$ cat config.mk
export PLATFORM = sky130hd
export DESIGN_NAME = pong_engine
export DESIGN_NICKNAME = d
export VERILOG_FILES = /design/src/rtl/pong_engine.sv
export SDC_FILE = /design/constraint.sdc
export NUM_CORES = 1
export LEC_CHECK = 0
export CORE_MARGIN = 1
export CORE_UTILIZATION = 55
export DETAILED_ROUTE_END_ITERATION = 10
export PLACE_DENSITY = 0.9
export SETUP_SLACK_MARGIN = 0.2
export SLEW_MARGIN = 10
export SYNTH_ARGS = -nofsm -noshare
export SYNTH_HDL_FRONTEND = slang
export SYNTH_SLANG_ARGS = --single-unit
$ cat constraint.sdc
create_clock -name clk -period 6.9 [get_ports clk]
set_input_delay 1.035 -clock clk [delete_from_list [all_inputs] [get_ports clk]]
set_output_delay 1.035 -clock clk [all_outputs]
set_load 0.1 [all_outputs]
$ cat src/rtl/pong_engine.sv
// pong_engine: match FSM, ball kinematics, wall and paddle collisions,
// scoring and win detection for a two-paddle court.
// Optional feature macro: PONG_SPEEDUP_EN. When defined, a rally counter
// raises the horizontal step every 4th paddle hit, up to MAX_STEP.
module pong_engine #(
  parameter int XW        = 11,
  parameter int SW        = 5,
  parameter int SCR_W     = 640,
  parameter int SCR_H     = 480,
  parameter int BORDER    = 30,
  parameter int PAD_X     = 45,
  parameter int SPEED_DIV = 100000,
  parameter int MAX_STEP  = 3
) (
  input  logic          clk,
  input  logic          rst,
  input  logic          start,
  input  logic          serve,
  input  logic          auto_serve,
  input  logic [SW-1:0] win_score,
  input  logic [5:0]    bat_half,
  input  logic [XW-1:0] p1_y,
  input  logic [XW-1:0] p2_y,
  output logic [XW-1:0] ball_x,
  output logic [XW-1:0] ball_y,
  output logic [SW-1:0] p1_score,
  output logic [SW-1:0] p2_score,
  output logic [1:0]    state,
  output logic          p1_win,
  output logic          p2_win,
  output logic          point
);

  localparam int CW  = (SPEED_DIV > 2) ? $clog2(SPEED_DIV) : 1;
  localparam int VW  = $clog2(MAX_STEP + 1);
  localparam int VYW = VW + 1;
  localparam int SX  = XW + 2;  // signed working width, headroom for under/overflow

  localparam logic signed [SX-1:0] L_F1   = SX'(PAD_X);
  localparam logic signed [SX-1:0] L_F2   = SX'(SCR_W - 1 - PAD_X);
  localparam logic signed [SX-1:0] L_YTOP = SX'(BORDER);
  localparam logic signed [SX-1:0] L_YBOT = SX'(SCR_H - 1 - BORDER);
  localparam logic signed [SX-1:0] L_XMAX = SX'(SCR_W - 1);

  localparam logic [XW-1:0] CX    = XW'(SCR_W / 2);
  localparam logic [XW-1:0] CY    = XW'(SCR_H / 2);
  localparam logic [XW-1:0] X_F1P = XW'(PAD_X + 1);
  localparam logic [XW-1:0] X_F2M = XW'(SCR_W - 2 - PAD_X);
  localparam logic [XW-1:0] Y_TOP = XW'(BORDER);
  localparam logic [XW-1:0] Y_BOT = XW'(SCR_H - 1 - BORDER);

  typedef enum logic [1:0] {
    S_IDLE  = 2'b00,
    S_SERVE = 2'b01,
    S_PLAY  = 2'b10,
    S_END   = 2'b11
  } state_t;

  state_t r_state, w_nstate;

  logic [CW-1:0]         r_cnt;
  logic [XW-1:0]         r_ball_x, r_ball_y;
  logic [VW-1:0]         r_vx_mag;
  logic signed [VYW-1:0] r_vy;
  logic                  r_xdir;
  logic                  r_srv_dir;   // serve direction: toward last conceder
  logic [SW-1:0]         r_p1_score, r_p2_score;
  logic                  r_p1_win, r_p2_win, r_point;
`ifdef PONG_SPEEDUP_EN
  logic [1:0]            r_rally;
`endif

  logic                  w_tick;
  logic signed [SX-1:0]  w_bx, w_by, w_vx, w_vy, w_nx, w_ny;
  logic [XW-1:0]         w_pad;
  logic signed [SX-1:0]  w_off, w_aoff, w_bh, w_bh2, w_bh4;
  logic                  w_in_zone, w_hit_r, w_hit_l, w_hit, w_miss, w_win;
  logic signed [VYW-1:0] w_vmag, w_vy_hit;
  logic [XW-1:0]         w_ny_c;
  logic                  w_wall;

  assign w_tick = (r_cnt == CW'(SPEED_DIV - 1));

  // Free-running movement tick divider
  always_ff @(posedge clk or posedge rst) begin
    if (rst)         r_cnt <= '0;
    else if (w_tick) r_cnt <= '0;
    else             r_cnt <= r_cnt + CW'(1);
  end

  // Candidate next position and collision geometry
  assign w_bx   = $signed({2'b00, r_ball_x});
  assign w_by   = $signed({2'b00, r_ball_y});
  assign w_vx   = $signed({{(SX-VW){1'b0}}, r_vx_mag});
  assign w_vy   = $signed({{(SX-VYW){r_vy[VYW-1]}}, r_vy});
  assign w_nx   = r_xdir ? (w_bx + w_vx) : (w_bx - w_vx);
  assign w_ny   = w_by + w_vy;
  assign w_pad  = r_xdir ? p2_y : p1_y;
  assign w_off  = w_by - $signed({2'b00, w_pad});
  assign w_aoff = w_off[SX-1] ? -w_off : w_off;
  assign w_bh   = $signed({{(SX-6){1'b0}}, bat_half});
  assign w_bh2  = $signed({{(SX-5){1'b0}}, bat_half[5:1]});
  assign w_bh4  = $signed({{(SX-4){1'b0}}, bat_half[5:2]});

  assign w_in_zone = (w_aoff <= w_bh);
  assign w_hit_r   = r_xdir  && (w_bx < L_F2) && (w_nx >= L_F2) && w_in_zone;
  assign w_hit_l   = !r_xdir && (w_bx > L_F1) && (w_nx <= L_F1) && w_in_zone;
  assign w_hit     = w_hit_r || w_hit_l;
  assign w_miss    = !w_hit && ((!r_xdir && (w_bx < w_vx)) || (r_xdir && (w_nx > L_XMAX)));
  assign w_win     = (r_p1_score >= win_score) || (r_p2_score >= win_score);

  // Bounce angle from the paddle zone that was struck
  always_comb begin
    w_vmag = VYW'(2);
    if (w_aoff <= w_bh4)      w_vmag = VYW'(0);
    else if (w_aoff <= w_bh2) w_vmag = VYW'(1);
    w_vy_hit = w_off[SX-1] ? -w_vmag : w_vmag;
  end

  // Top/bottom wall clamp
  always_comb begin
    w_wall = 1'b0;
    w_ny_c = w_ny[XW-1:0];
    if (w_ny < L_YTOP) begin
      w_wall = 1'b1;
      w_ny_c = Y_TOP;
    end else if (w_ny > L_YBOT) begin
      w_wall = 1'b1;
      w_ny_c = Y_BOT;
    end
  end

  // Match state register
  always_ff @(posedge clk or posedge rst) begin
    if (rst) r_state <= S_IDLE;
    else     r_state <= w_nstate;
  end

  // Match next-state; win check outranks serving
  always_comb begin
    w_nstate = r_state;
    case (r_state)
      S_IDLE:  if (start) w_nstate = S_SERVE;
      S_SERVE: begin
        if (w_win)                    w_nstate = S_END;
        else if (auto_serve || serve) w_nstate = S_PLAY;
      end
      S_PLAY:  if (w_tick && w_miss) w_nstate = S_SERVE;
      S_END:   if (serve) w_nstate = S_IDLE;
      default: w_nstate = S_IDLE;
    endcase
  end

  // Ball, velocity, score and flag datapath
  always_ff @(posedge clk or posedge rst) begin
    if (rst) begin
      r_ball_x   <= CX;
      r_ball_y   <= CY;
      r_vx_mag   <= VW'(1);
      r_vy       <= '0;
      r_xdir     <= 1'b1;
      r_srv_dir  <= 1'b1;
      r_p1_score <= '0;
      r_p2_score <= '0;
      r_p1_win   <= 1'b0;
      r_p2_win   <= 1'b0;
      r_point    <= 1'b0;
`ifdef PONG_SPEEDUP_EN
      r_rally    <= '0;
`endif
    end else begin
      r_point <= 1'b0;
      case (r_state)
        S_IDLE: begin
          r_ball_x   <= CX;
          r_ball_y   <= CY;
          r_vx_mag   <= VW'(1);
          r_vy       <= '0;
          r_xdir     <= 1'b1;
          r_srv_dir  <= 1'b1;
          r_p1_score <= '0;
          r_p2_score <= '0;
          r_p1_win   <= 1'b0;
          r_p2_win   <= 1'b0;
        end
        S_SERVE: begin
          r_ball_x <= CX;
          r_ball_y <= CY;
          r_vx_mag <= VW'(1);
          r_vy     <= '0;
          r_xdir   <= r_srv_dir;
`ifdef PONG_SPEEDUP_EN
          r_rally  <= '0;
`endif
          if (w_win) begin
            r_p1_win <= (r_p1_score > r_p2_score);
            r_p2_win <= !(r_p1_score > r_p2_score);
          end
        end
        S_PLAY: begin
          if (w_tick) begin
            if (w_miss) begin
              r_point <= 1'b1;
              if (r_xdir) begin
                r_srv_dir <= 1'b1;
                if (r_p1_score != {SW{1'b1}}) r_p1_score <= r_p1_score + SW'(1);
              end else begin
                r_srv_dir <= 1'b0;
                if (r_p2_score != {SW{1'b1}}) r_p2_score <= r_p2_score + SW'(1);
              end
            end else begin
              r_ball_y <= w_ny_c;
              if (w_hit) begin
                // paddle sets the new angle; wall clamp still fixes y
                r_ball_x <= w_hit_r ? X_F2M : X_F1P;
                r_xdir   <= !r_xdir;
                r_vy     <= w_vy_hit;
`ifdef PONG_SPEEDUP_EN
                r_rally  <= r_rally + 2'd1;
                if (r_rally == 2'd3 && r_vx_mag < VW'(MAX_STEP))
                  r_vx_mag <= r_vx_mag + VW'(1);
`endif
              end else begin
                r_ball_x <= w_nx[XW-1:0];
                if (w_wall) r_vy <= -r_vy;
              end
            end
          end
        end
        S_END: begin
          if (serve) begin
            r_p1_score <= '0;
            r_p2_score <= '0;
            r_p1_win   <= 1'b0;
            r_p2_win   <= 1'b0;
          end
        end
        default: ;
      endcase
    end
  end

  assign ball_x   = r_ball_x;
  assign ball_y   = r_ball_y;
  assign p1_score = r_p1_score;
  assign p2_score = r_p2_score;
  assign state    = r_state;
  assign p1_win   = r_p1_win;
  assign p2_win   = r_p2_win;
  assign point    = r_point;

endmodule
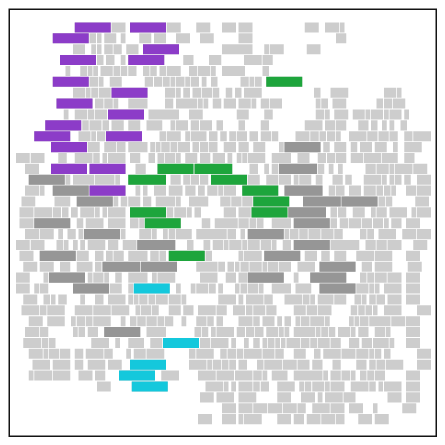
ff_map.png
(4 px per um)
Key: cyan = `p2_score` [placed flops 5]; purple = `r_cnt` [placed flops 17, where north-west]; green = `ball_x` [placed flops 11, where center]
Another 26 sequential cells are not colored.
share of the core filled with cells: 66.8%
Seq. cell area: 1490 um2
total sequential power: 0.000525 W

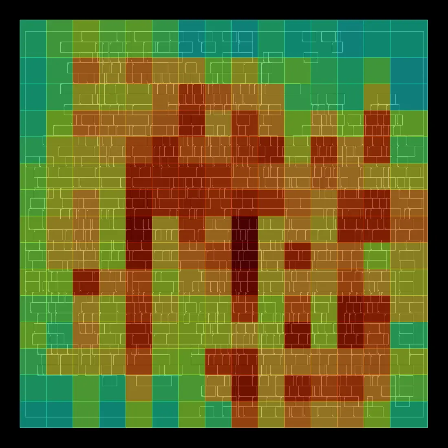
congestion_map.png
routed length per instance: 17.4 um
met3 layer usage reported by global route: 3.25%
GR Util met2: 51.4%
GRT Total Usage: 28.8%

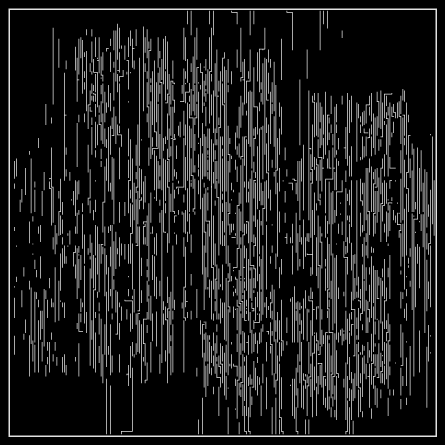
m2.png
(4 px per um)
The wires run mostly vertical. The layer holds 50% of the routed length. The longest straight run is 40.8 um. 778 nets have wire on it.
count of vias placed by the detailed router: 5793
WL final: 15700 um

==> impl_table.tex <==
% Synthesis and place-and-route results
\begin{tabular}{lr}
\hline
Metric & Value \\
\hline
\multicolumn{2}{l}{\textbf{Floorplan}} \\
Chip footprint & approximately 11000 um2 \\
Height of the chip & $\sim$110 um \\
FP Util & 57.2\% \\
\multicolumn{2}{l}{\textbf{Worst setup path}} \\
Cell with the biggest individual delay on the critical path & sky130\_fd\_sc\_hd\_\_dfstp\_2 \\
Startpoint of the lowest-slack register-to-register path & r\_xdir \\
Cell breakdown of the critical path & mux2\_2 -> ha\_1 -> fa\_1 -> and2b\_1 -> o21ai\_1 -> xnor2\_1 -> a2111oi\_2 -> nor3b\_1 -> mux2\_2 -> o211ai\_2 -> nor3\_1 -> ha\_1 -> or3\_1 -> nor3\_1 -> a311oi\_1 -> a22oi\_1 \\
Worst endpoint required time & 7150 ps \\
Flop2flop setup slack & 1090 ps \\
Critical path class & flop to flop \\
Worst Setup End Kind & flop \\
Destination of the worst register-to-register timing path & r\_vy[2] \\
\multicolumn{2}{l}{\textbf{Flow run}} \\
Number of warnings the tools reported & 33 \\
\multicolumn{2}{l}{\textbf{Routing}} \\
Tally of nets with antenna violations remaining after routing & 0 \\
DRT iter0 DRCs & 395 \\
Detailed-router iteration count before antenna repair & 5 \\
\multicolumn{2}{l}{\textbf{Global route}} \\
Wire length of the first global-routing pass & 26500 um \\
Vias in the first global route & slightly below 6000 \\
Overall overflow remaining after global route & 0 \\
Largest net degree at the start of global routing & roughly 60 \\
\multicolumn{2}{l}{\textbf{CTS}} \\
Number of instances resized during post-cts repair & 0 \\
H-tree levels & 3 \\
Cell at the root of the clock tree & sky130\_fd\_sc\_hd\_\_clkbuf\_8 \\
Clock buffer depth & 2 \\
Hold Buf Count CTS & 0 \\
Insertion delay at the late pin of the worst-skew pair & 340 ps \\
\multicolumn{2}{l}{\textbf{Outcome}} \\
Result of the run & complete, no violations \\
\multicolumn{2}{l}{\textbf{Layout}} \\
Filler Cell Count & 847 \\
\multicolumn{2}{l}{\textbf{Place}} \\
Post-detailed-placement half-perimeter wirelength & $\sim$12000 um \\
Port Buffer Count & $\sim$74 \\
\multicolumn{2}{l}{\textbf{Synthesis}} \\
Count of unique library cells instantiated by Yosys & 84 \\
Dominant cell type by area after synthesis & sky130\_fd\_sc\_hd\_\_dfrtp\_1 \\
Post-synth area hogs & sky130\_fd\_sc\_hd\_\_dfrtp\_1, sky130\_fd\_sc\_hd\_\_ha\_1, sky130\_fd\_sc\_hd\_\_a21oi\_1, sky130\_fd\_sc\_hd\_\_dfstp\_2, sky130\_fd\_sc\_hd\_\_nor2\_1 \\
Synthesis-stage register bit count & 59 \\
Post-synth EDFFs & 0 \\
Yosys warnings & 0 \\
\multicolumn{2}{l}{\textbf{STA}} \\
Unrepaired setup endpoints after global routing & false \\
Final Hold Violation Tally & 0 \\
Fin crit share & 84.3\% \\
Worst rel slew slack & a little under a third \\
Final min period & 5810 ps \\
Total negative setup slack & 0 ps \\
\multicolumn{2}{l}{\textbf{Power}} \\
Overall power consumption & about 0.0030 W \\
Max VDD drop & 0.330 mV \\
\multicolumn{2}{l}{\textbf{Min path}} \\
Min-Delay Endpoint & r\_cnt[0] \\
\hline
\end{tabular}
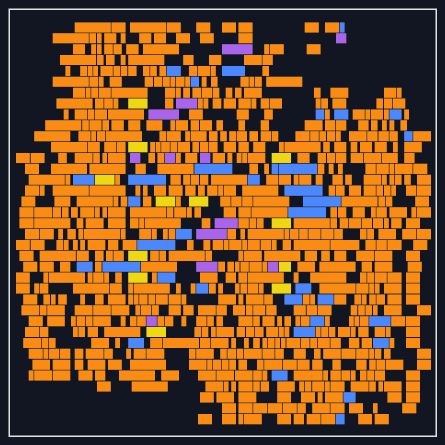
sizing.png
(4 px per um)
Key: purple = x3 and x4 [cells 12, share 1.6%]; orange = x1 and smaller [cells 712, share 92%]; blue = x2 [cells 35, share 4.5%]; yellow = x6 and larger [cells 12, share 1.6%]
Final Worst Setup Slack: 1090 ps
count of plain and timing-repair buffers: 77
final std cell area, no fill: 6990 um2
synthesis-to-finish area growth: 16.6%

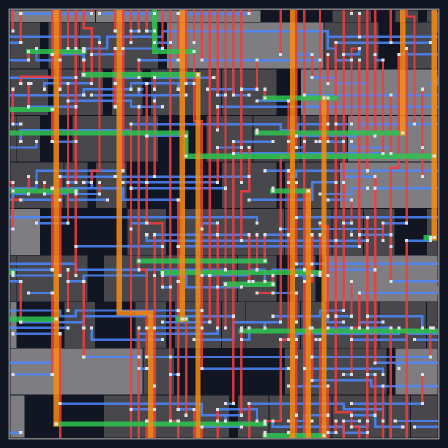
closeup.png
Region (41, 41) to (66, 66) um. Cells in gray, sequential cells in the stronger gray; small squares are vias.
Key: orange = M4; blue = M1; red = M2; green = M3
Netlist names of flops here include `ball_x` (5), `r_vy` (1). Most frequent: nand3_1 (6), dfrtp_1 (6), nand2_1 (4). Sequential cells in the window: 6. 56 logic cells have their middle in the window.

worst max path at each step:
| stage | start | endpoint | slack (ps) | cells after the start |
|---|---|---|---|---|
| final | r_xdir | r_vy[2] | 1090 | 16 |
| after floorplan | r_xdir | ball_x[4] | 1710 | 20 |
| after global routing | r_xdir | ball_x[4] | 830 | 17 |
| after global placement | p2_y[6] | ball_x[4] | 1120 | 17 |
| after CTS | r_xdir | r_vy[2] | 1220 | 16 |
| after detailed placement | p2_y[0] | r_vy[2] | 960 | 17 |
power breakdown:
group	switching, W	total [W]	leakage [nW]	internal, W
Clock	0.000143	0.000293	0.0880	0.000150
Combinational	0.00138	0.00219	2.24	0.000806
Sequential	0.000123	0.000525	0.774	0.000402
final cells by class:
cell class                 instances  area (um2)  share of cell area (%)
multi-input combinational        571        4200                    60.1
sequential                        59        1490                    21.3
timing repair buffer              77         763                    10.9
inverter                          48         180                    2.58
tap                              136         170                    2.44
clock buffer                      11         151                    2.17
clock inverter                     5        36.3                   0.519
placed cells by master (no fill, tap or decap), types with 9 or more instances in the layout:
master and instances:
sky130_fd_sc_hd__xnor2_1 19, sky130_fd_sc_hd__nor3_1 19, sky130_fd_sc_hd__nor2b_1 12, sky130_fd_sc_hd__nand3_1 29, sky130_fd_sc_hd__o211ai_1 9, sky130_fd_sc_hd__clkdlybuf4s50_1 74
sky130_fd_sc_hd__nand2b_1 9, sky130_fd_sc_hd__a21oi_1 42, sky130_fd_sc_hd__nand2_1 47, sky130_fd_sc_hd__nand4_1 12, sky130_fd_sc_hd__o22ai_1 14, sky130_fd_sc_hd__clkbuf_8 11
sky130_fd_sc_hd__ha_1 69, sky130_fd_sc_hd__dfrtp_1 51, sky130_fd_sc_hd__nor2_1 50, sky130_fd_sc_hd__o21ai_0 28, sky130_fd_sc_hd__inv_1 47, sky130_fd_sc_hd__mux2i_1 13
sky130_fd_sc_hd__a21o_1 15, sky130_fd_sc_hd__xor2_1 16, sky130_fd_sc_hd__and2_1 11, sky130_fd_sc_hd__and3_1 10
logic make-up after synthesis:
logic type      synth area share, %
fa+ha+maj                      15.1
simple gates                   20.8
flops                          24.8
compound gates                 25.3
xor+xnor                       5.12
mux                            3.74
buf+inv                        5.10
worst max-delay path, delay by kind of cell, from the launching register on:
family / cells / cell delay (ps)
AND-OR/OR-AND: 5 / 1530
XOR/XNOR: 1 / 190
adder cells (fa/ha/maj): 3 / 860
flip-flops: 1 / 1030
multiplexers: 2 / 790
AND/OR/NAND/NOR: 5 / 1310
state kept, by name, indices dropped and copies added, names as in the netlist:
signal     flops
p1_win         1
r_xdir         1
point          1
r_srv_dir      1
p2_score       5
r_cnt         17
ball_y        11
r_vy           3
ball_x        11
p2_win         1
state          2
p1_score       5
metrics by stage:
stage                     std cells  setup WS, ps
final                           907          1090
after global routing            907           828
after detailed placement        891           956
after floorplan                 699          1710
after CTS                       907          1220
after global placement          891          1120
per-layer routing:
metal | global-route usage (%) | wire length [um] | vias up
met1 | 34.5 | 6520 | 2772
met4 | 13.3 | 484 | 0
li1 | - | - | 2743
met2 | 51.4 | 7910 | 230
met3 | 3.25 | 828 | 48
met5 | 0 | 0 | -
Power and IR drop assume default switching activity.
